`src/rtl/memory_bus_controller_pkg.sv`:
```
// Shared types for the core-to-bank-RAM memory bus controller: bank map,
// access kinds, exception mask layout and controller FSM states.
package memory_bus_controller_pkg;

    localparam int unsigned XLEN           = 32;
    localparam int unsigned RAM_ADDR_W_DEF = 10;

    localparam logic [3:0] MMU_BANK_INST = 4'h0;
    localparam logic [3:0] MMU_BANK_DATA = 4'h1;

    localparam int unsigned MEM_EXC_MISALIGNED_BIT = 0;
    localparam int unsigned MEM_EXC_UNMAPPED_BIT   = 1;

    typedef enum logic [2:0] {
        MEM_ACC_WORD   = 3'd0,
        MEM_ACC_HALF   = 3'd1,
        MEM_ACC_HALF_U = 3'd2,
        MEM_ACC_BYTE   = 3'd3,
        MEM_ACC_BYTE_U = 3'd4
    } mem_access_t;

    typedef struct packed {
        logic unmapped;
        logic misaligned;
    } mem_exception_mask_t;

    typedef enum logic [2:0] {
        ST_IDLE      = 3'd0,
        ST_LOAD_WAIT = 3'd1,
        ST_RMW_WAIT  = 3'd2,
        ST_RMW_WRITE = 3'd3,
        ST_RESP      = 3'd4
    } mem_bus_state_t;

    // Byte accesses are always aligned; halves need an even address, words a multiple of 4.
    function automatic logic is_aligned(input mem_access_t acc, input logic [1:0] off);
        case (acc)
            MEM_ACC_HALF, MEM_ACC_HALF_U: return ~off[0];
            MEM_ACC_WORD:                 return (off == 2'b00);
            default:                      return 1'b1;
        endcase
    endfunction

endpackage

```
`src/rtl/memory_bus_controller_byte_lane.sv`:
```
// Byte-lane helpers: load lane select with sign/zero extension, and sub-word
// store merge into a full RAM word.
module byte_lane_unit
    import memory_bus_controller_pkg::*;
(
    input  mem_access_t     i_access,
    input  logic [1:0]      i_offset,
    input  logic [XLEN-1:0] i_rd_word,
    input  logic [XLEN-1:0] i_wr_data,
    output logic [XLEN-1:0] o_load_data_c,
    output logic [XLEN-1:0] o_merged_c
);

    logic [7:0]  w_byte;
    logic [15:0] w_half;

    always_comb begin
        w_byte = i_rd_word[7:0];
        case (i_offset)
            2'd1:    w_byte = i_rd_word[15:8];
            2'd2:    w_byte = i_rd_word[23:16];
            2'd3:    w_byte = i_rd_word[31:24];
            default: w_byte = i_rd_word[7:0];
        endcase
        w_half = i_offset[1] ? i_rd_word[31:16] : i_rd_word[15:0];

        case (i_access)
            MEM_ACC_BYTE:   o_load_data_c = {{24{w_byte[7]}}, w_byte};
            MEM_ACC_BYTE_U: o_load_data_c = {24'h000000, w_byte};
            MEM_ACC_HALF:   o_load_data_c = {{16{w_half[15]}}, w_half};
            MEM_ACC_HALF_U: o_load_data_c = {16'h0000, w_half};
            default:        o_load_data_c = i_rd_word;
        endcase
    end

    // Only the low byte/half of the store operand lands in the addressed lane.
    always_comb begin
        o_merged_c = i_rd_word;
        case (i_access)
            MEM_ACC_BYTE, MEM_ACC_BYTE_U: begin
                case (i_offset)
                    2'd1:    o_merged_c[15:8]  = i_wr_data[7:0];
                    2'd2:    o_merged_c[23:16] = i_wr_data[7:0];
                    2'd3:    o_merged_c[31:24] = i_wr_data[7:0];
                    default: o_merged_c[7:0]   = i_wr_data[7:0];
                endcase
            end
            MEM_ACC_HALF, MEM_ACC_HALF_U: begin
                if (i_offset[1]) o_merged_c[31:16] = i_wr_data[15:0];
                else             o_merged_c[15:0]  = i_wr_data[15:0];
            end
            default: o_merged_c = i_wr_data;
        endcase
    end

endmodule

```
`src/rtl/memory_bus_controller.sv`:
```
// Memory bus controller between the multicycle core and the instruction/data
// bank RAMs: bank decode, alignment check, RMW sub-word stores, extended loads.
module memory_bus_controller
    import memory_bus_controller_pkg::*;
#(
    parameter int unsigned RAM_ADDR_W = RAM_ADDR_W_DEF
) (
    input  logic                  clk,
    input  logic                  rst,
    input  logic                  i_core_valid,
    input  logic [XLEN-1:0]       i_core_addr,
    input  logic [XLEN-1:0]       i_core_wr_data,
    input  logic                  i_core_wr_ena,
    input  mem_access_t           i_core_access,
    output logic                  o_core_ready,
    output logic [XLEN-1:0]       o_core_rd_data,
    output mem_exception_mask_t   o_core_exception,
    output logic [RAM_ADDR_W-1:0] o_ram_addr,
    output logic                  o_ram_inst_sel,
    output logic                  o_ram_data_sel,
    output logic                  o_ram_wr_ena,
    output logic [XLEN-1:0]       o_ram_wr_data,
    input  logic [XLEN-1:0]       i_ram_inst_rd_data,
    input  logic [XLEN-1:0]       i_ram_data_rd_data
);

    mem_bus_state_t          r_state;
    logic [RAM_ADDR_W+1:0]   r_addr;
    logic [XLEN-1:0]         r_wr_data;
    mem_access_t             r_access;
    logic                    r_is_inst;
    logic [XLEN-1:0]         r_merged;

    logic [3:0]              w_bank;
    logic                    w_bank_inst;
    logic                    w_bank_data;
    logic [1:0]              w_exc_bits;
    logic                    w_exc_any;
    logic                    w_accept;
    logic                    w_store_word;
    logic                    w_sel;
    logic                    w_sel_inst;
    logic [XLEN-1:0]         w_ram_rd;
    logic [XLEN-1:0]         w_load_data;
    logic [XLEN-1:0]         w_merged;
    logic                    w_unused_addr;

    // Bits between the word index and the bank nibble alias within a bank.
    assign w_unused_addr = ^i_core_addr[XLEN-5:RAM_ADDR_W+2];

    assign w_bank      = i_core_addr[XLEN-1:XLEN-4];
    assign w_bank_inst = (w_bank == MMU_BANK_INST);
    assign w_bank_data = (w_bank == MMU_BANK_DATA);

    always_comb begin
        w_exc_bits = 2'b00;
        w_exc_bits[MEM_EXC_MISALIGNED_BIT] = ~is_aligned(i_core_access, i_core_addr[1:0]);
        w_exc_bits[MEM_EXC_UNMAPPED_BIT]   = ~(w_bank_inst | w_bank_data);
    end

    assign w_exc_any    = |w_exc_bits;
    assign w_accept     = (r_state == ST_IDLE) && i_core_valid && !rst && !w_exc_any;
    assign w_store_word = i_core_wr_ena && (i_core_access == MEM_ACC_WORD);
    assign w_ram_rd     = r_is_inst ? i_ram_inst_rd_data : i_ram_data_rd_data;

    byte_lane_unit u_lane (
        .i_access      (r_access),
        .i_offset      (r_addr[1:0]),
        .i_rd_word     (w_ram_rd),
        .i_wr_data     (r_wr_data),
        .o_load_data_c (w_load_data),
        .o_merged_c    (w_merged)
    );

    // RAM side: driven straight from the live request in IDLE, from the held copy afterwards.
    always_comb begin
        o_ram_addr    = r_addr[RAM_ADDR_W+1:2];
        o_ram_wr_ena  = 1'b0;
        o_ram_wr_data = r_merged;
        w_sel         = 1'b0;
        w_sel_inst    = r_is_inst;
        if (w_accept) begin
            o_ram_addr = i_core_addr[RAM_ADDR_W+1:2];
            w_sel      = 1'b1;
            w_sel_inst = w_bank_inst;
            if (w_store_word) begin
                o_ram_wr_ena  = 1'b1;
                o_ram_wr_data = i_core_wr_data;
            end
        end else if (r_state == ST_RMW_WRITE) begin
            w_sel        = 1'b1;
            o_ram_wr_ena = 1'b1;
        end
        o_ram_inst_sel = w_sel & w_sel_inst;
        o_ram_data_sel = w_sel & ~w_sel_inst;
    end

    always_ff @(posedge clk or posedge rst) begin
        if (rst) begin
            r_state          <= ST_IDLE;
            o_core_ready     <= 1'b0;
            o_core_rd_data   <= '0;
            o_core_exception <= '0;
            r_addr           <= '0;
            r_wr_data        <= '0;
            r_access         <= MEM_ACC_WORD;
            r_is_inst        <= 1'b0;
            r_merged         <= '0;
        end else begin
            o_core_ready <= 1'b0;
            case (r_state)
                ST_IDLE: begin
                    if (i_core_valid) begin
                        r_addr           <= i_core_addr[RAM_ADDR_W+1:0];
                        r_wr_data        <= i_core_wr_data;
                        r_access         <= i_core_access;
                        r_is_inst        <= w_bank_inst;
                        o_core_rd_data   <= '0;
                        o_core_exception <= mem_exception_mask_t'(w_exc_bits);
                        if (w_exc_any || w_store_word) begin
                            o_core_ready <= 1'b1;
                            r_state      <= ST_RESP;
                        end else if (!i_core_wr_ena) begin
                            r_state <= ST_LOAD_WAIT;
                        end else begin
                            r_state <= ST_RMW_WAIT;
                        end
                    end
                end
                ST_LOAD_WAIT: begin
                    o_core_rd_data <= w_load_data;
                    o_core_ready   <= 1'b1;
                    r_state        <= ST_RESP;
                end
                ST_RMW_WAIT: begin
                    r_merged <= w_merged;
                    r_state  <= ST_RMW_WRITE;
                end
                ST_RMW_WRITE: begin
                    o_core_ready <= 1'b1;
                    r_state      <= ST_RESP;
                end
                ST_RESP: r_state <= ST_IDLE;
                default: r_state <= ST_IDLE;
            endcase
        end
    end

endmodule

```
`config.mk`:
```
export PLATFORM = sky130hd
export DESIGN_NAME = memory_bus_controller
export DESIGN_NICKNAME = d
export VERILOG_FILES = /design/src/rtl/memory_bus_controller_pkg.sv /design/src/rtl/memory_bus_controller_byte_lane.sv /design/src/rtl/memory_bus_controller.sv
export SDC_FILE = /design/constraint.sdc
export NUM_CORES = 1
export LEC_CHECK = 0
export ABC_AREA = 1
export CAP_MARGIN = 40
export CORE_MARGIN = 1
export CORE_UTILIZATION = 45
export DETAILED_ROUTE_END_ITERATION = 8
export PLACE_DENSITY = 0.79
export SLEW_MARGIN = 20
export SYNTH_ARGS = -nofsm -noshare
export SYNTH_HDL_FRONTEND = slang
export SYNTH_HIERARCHICAL = 1
export SYNTH_SLANG_ARGS = --single-unit
```
`constraint.sdc`:
```
create_clock -name clk -period 4.6 [get_ports clk]
set_input_delay 0.92 -clock clk [delete_from_list [all_inputs] [get_ports clk]]
set_output_delay 0.92 -clock clk [all_outputs]
set_load 0.1 [all_outputs]
```
==> qor.csv, run 1 <==
stage;metric;value;unit
yosys;yosys.area_share.simple;28.2;%
setup_path;cp_max_fo;39;
pwr;ir_worst_vdd;0.000827;V
floorplan;fp.dieH;134;um
cts;cts_buffer_depth;2;
detailed_routing;wl_per_cell;16.4;um
yosys;synth_area_per_cell;6.92;um^2
sta;fin_setup_tns;0;ns
detailed_routing;ant_nets;0;
setup_path;r2r_end;r_merged[1];
floorplan;taps;220;
pwr;pg_clk;1340;uW
final_layout;clkCellAreaFrac;5.07;%
floorplan;io_pins;215;
detailed_routing;met3_length;2260;um
worst_hold_path;hold_depth;2;
cts;postCtsHoldBufs;0;
final_layout;mostFrequentLayoutCell;nand2_1;
final_layout;clock_buffers;21;
final_layout;diodes;0;
detailed_routing;vias_per_cell;5.46;
yosys;synthTopLogicFamily;simple AND/OR/NAND/NOR gates;
final_layout;comb_area_share;34.8;%
yosys;synthCells;1133;
pwr;power;7200;uW
final_layout;nMultiInputCombCells;804;
run_status;status;finished clean;
yosys;yosys.stat.chipArea;7840;um^2
sta;fin_worst_skew;0.00975;ns
yosys;synthesis.nets;1268;
setup_path;required;3.68;ns
final_layout;num-nonclk-buffers;252;
setup_path;crit_chain;clkdlybuf4s50_1 -> nor2_1 -> nand3_2 -> buf_4 -> o21ai_0 -> inv_1 -> o21ai_1 -> buf_12;
pwr;swShare;48.8;%
pwr;top_power_group;combinational logic;
grt;grt_pass1_wl;40500;um
sta;max_freq;254;MHz
final_layout;logic_area;4050;um^2
setup_path;cp-endpoint;o_ram_wr_data[17];
sta;min_period;3.94;ns
==> run 1: cell usage after synthesis <==
cell       count  area share, %
buf_6          2           0.29
nand4_2        1           0.16
o2bb2ai_1      2           0.22
dfrtp_1      118             38
nor2_4         4           0.57
nand3_2        2           0.26
a32o_1        32            4.1
nand2_1      400             19
nand3_1       92            5.9
o211ai_1      48            4.6
buf_4          1          0.096
clkbuf_1      38            1.8
buf_2         35            2.2
buf_1          1          0.048
nand2_4        1           0.14
nand4_1        3           0.24
o21ai_0      101            6.4
nor3_1         1          0.064
or2_2          1          0.080
nand2_2        1          0.080
nor2_2         2           0.16
o21ai_1       34            2.2
nor2_1        30            1.4
a21oi_1       17            1.1
inv_1        131            6.3
inv_2          3           0.14
mux2_2        32            4.6
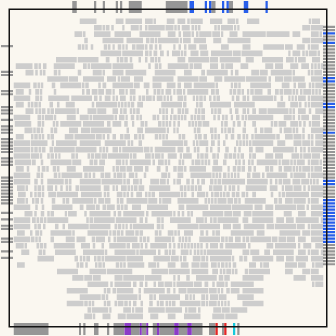
*Ports around the boundary, run 1*
Pins as bars across the die edge, other pins in gray.
color	port	pins	direction	edge
purple	o_ram_addr	10	output	south
cyan	o_ram_inst_sel	1	output	south
red	o_core_exception	2	output	south
blue	o_core_rd_data	32	output	23 east, 9 north

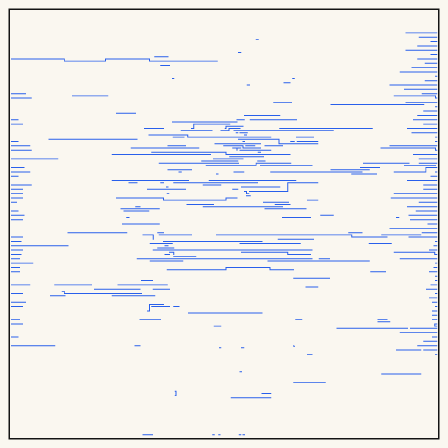
*Met3 routing, run 1*
wire length on this layer	2260 um
share of all routed wire	8.9%
nets with wire on the layer	212
main direction	horizontal

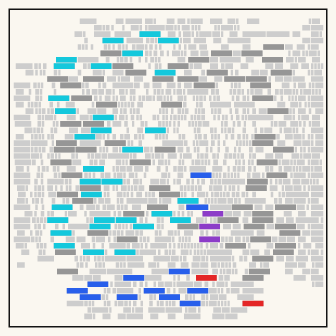
*Sequential cells colored by netlist name, run 1*
Other sequential cells in the stronger gray, the rest of the logic in the fainter gray.
color	signal	sequential cells
cyan	r_wr_data	32
red	o_core_exception	2
blue	r_addr	12
purple	r_access	3

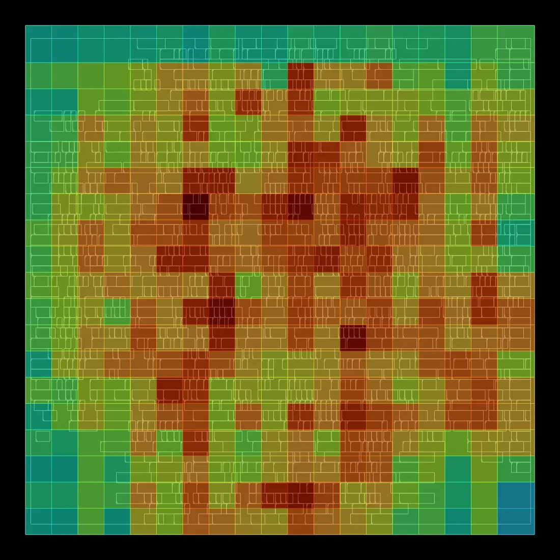
*Routing congestion, run 1*
GRT met1 Usage: 36.8%
GRT Total Usage: 28.7%

--- run 2 (diff from run 1) ---
--- a/config.mk
+++ b/config.mk
@@ -6,10 +6,12 @@
 export NUM_CORES = 1
 export LEC_CHECK = 0
 export ABC_AREA = 1
+export ABC_CLOCK_PERIOD_IN_PS = 4600
 export CAP_MARGIN = 40
 export CORE_MARGIN = 1
 export CORE_UTILIZATION = 45
 export DETAILED_ROUTE_END_ITERATION = 8
+export GPL_ROUTABILITY_DRIVEN = 0
 export PLACE_DENSITY = 0.79
 export SLEW_MARGIN = 20
 export SYNTH_ARGS = -nofsm -noshare
==> run 2 against run 1 <==
Against the previous run: die area unchanged; final area about the same; clock power increased by 4%; sequential power about the same; routed wire length increased by 0.60%; global-route usage increased by 0.15 points; sequential share of layout area about the same; first-iteration DRC count increased by 18%.
==> qor.csv, run 2 <==
stage;metric;value;unit
detailed_routing;ant_nets;0;
grt;met1_usage;35.9;%
yosys;synth_area_per_cell;6.92;um^2
yosys;edf_count;0;
setup_path;required;3.68;ns
cts;postCtsHoldBufs;0;
grt;grt_pass1_wl;40800;um
sta;max_freq;239;MHz
worst_hold_path;hold_depth;2;
pwr;swShare;48.7;%
pwr;power;7230;uW
yosys;ys.flop_type;dfrtp_1;
yosys;yosys.stat.chipArea;7840;um^2
detailed_routing;wl_per_cell;16.5;um
run_status;status;finished clean;
pwr;top_power_group;combinational logic;
grt;grtUsageTotal;28.9;%
floorplan;fp.dieH;134;um
yosys;yosys-top-cells-area;dfrtp_1, nand2_1, o21ai_0;
yosys;synthCells;1133;
setup_path;r2r_end;r_merged[7];
setup_path;cp_max_fo;27;
yosys;synthTopCellsByCount;nand2_1, inv_1, dfrtp_1;
cts;cts_buffer_depth;2;
detailed_routing;vias_per_cell;5.52;
pwr;pg_clk;1400;uW
pwr;ir_worst_vdd;0.000685;V
sta;min_period;4.18;ns
final_layout;diodes;0;
setup_path;cp-endpoint;o_ram_addr[1];
yosys;most_common_cell;nand2_1;
run 2: layout make-up:
type	instances	area, um^2	area share, %
inverters	134	507	4.36
well taps	220	275	2.37
repair buffers	252	3230	27.8
clock inverters	8	149	1.28
multi-input cells	804	4050	34.8
clock buffers	22	464	3.99
flip-flops and latches	118	2950	25.4
run 2: cell families after synthesis:
| family | synth area share, % |
|---|---|
| muxes | 4.60 |
| AOI/OAI and AO/OA | 18.6 |
| DFF | 37.7 |
| buffers and inverters | 10.9 |
| and+or+nand+nor | 28.2 |
run 2: stage by stage:
stage	instance area, um^2	cells	hold slack [ns]
5_1_grt	11600	1558	0.504
2_1_floorplan	7850	1133	0.449
3_5_place_dp	11000	1528	0.470
4_1_cts	11600	1558	0.487
6_report	11600	1558	0.486
3_3_place_gp	10300	1490	0.468
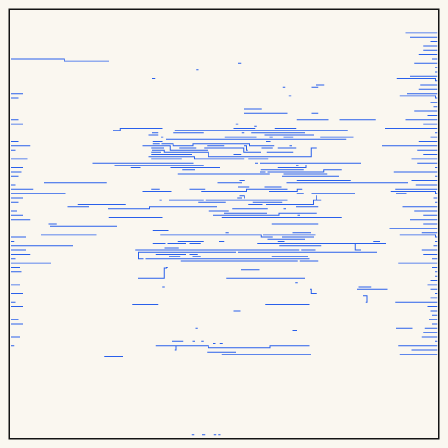
*Met3 routing, run 2*
nets with wire on the layer	212
wire length on this layer	2390 um
main direction	horizontal
share of all routed wire	9.3%
longest straight run	56.1 um

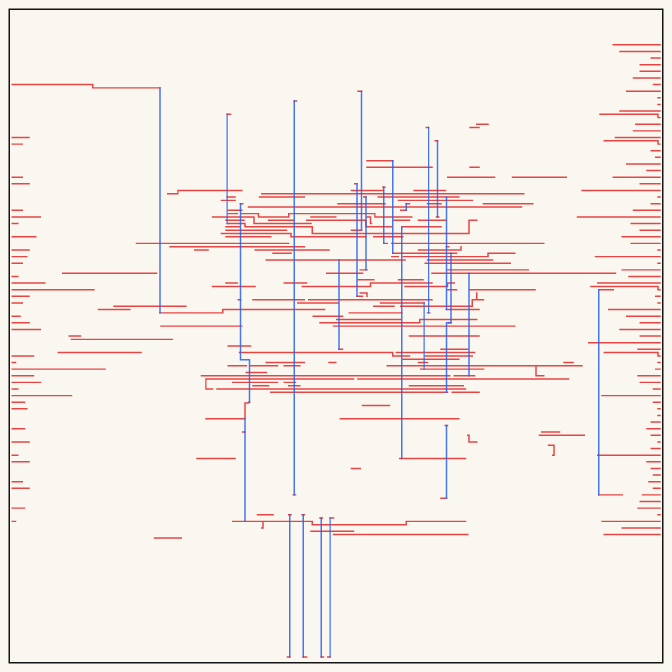
*Routed metal, one color a layer, run 2*
Two of the layers only.
color	layer	wire length
red	M3	2390 um
blue	M4	692 um

No activity file was given, so power comes from the tool's default toggle rates.
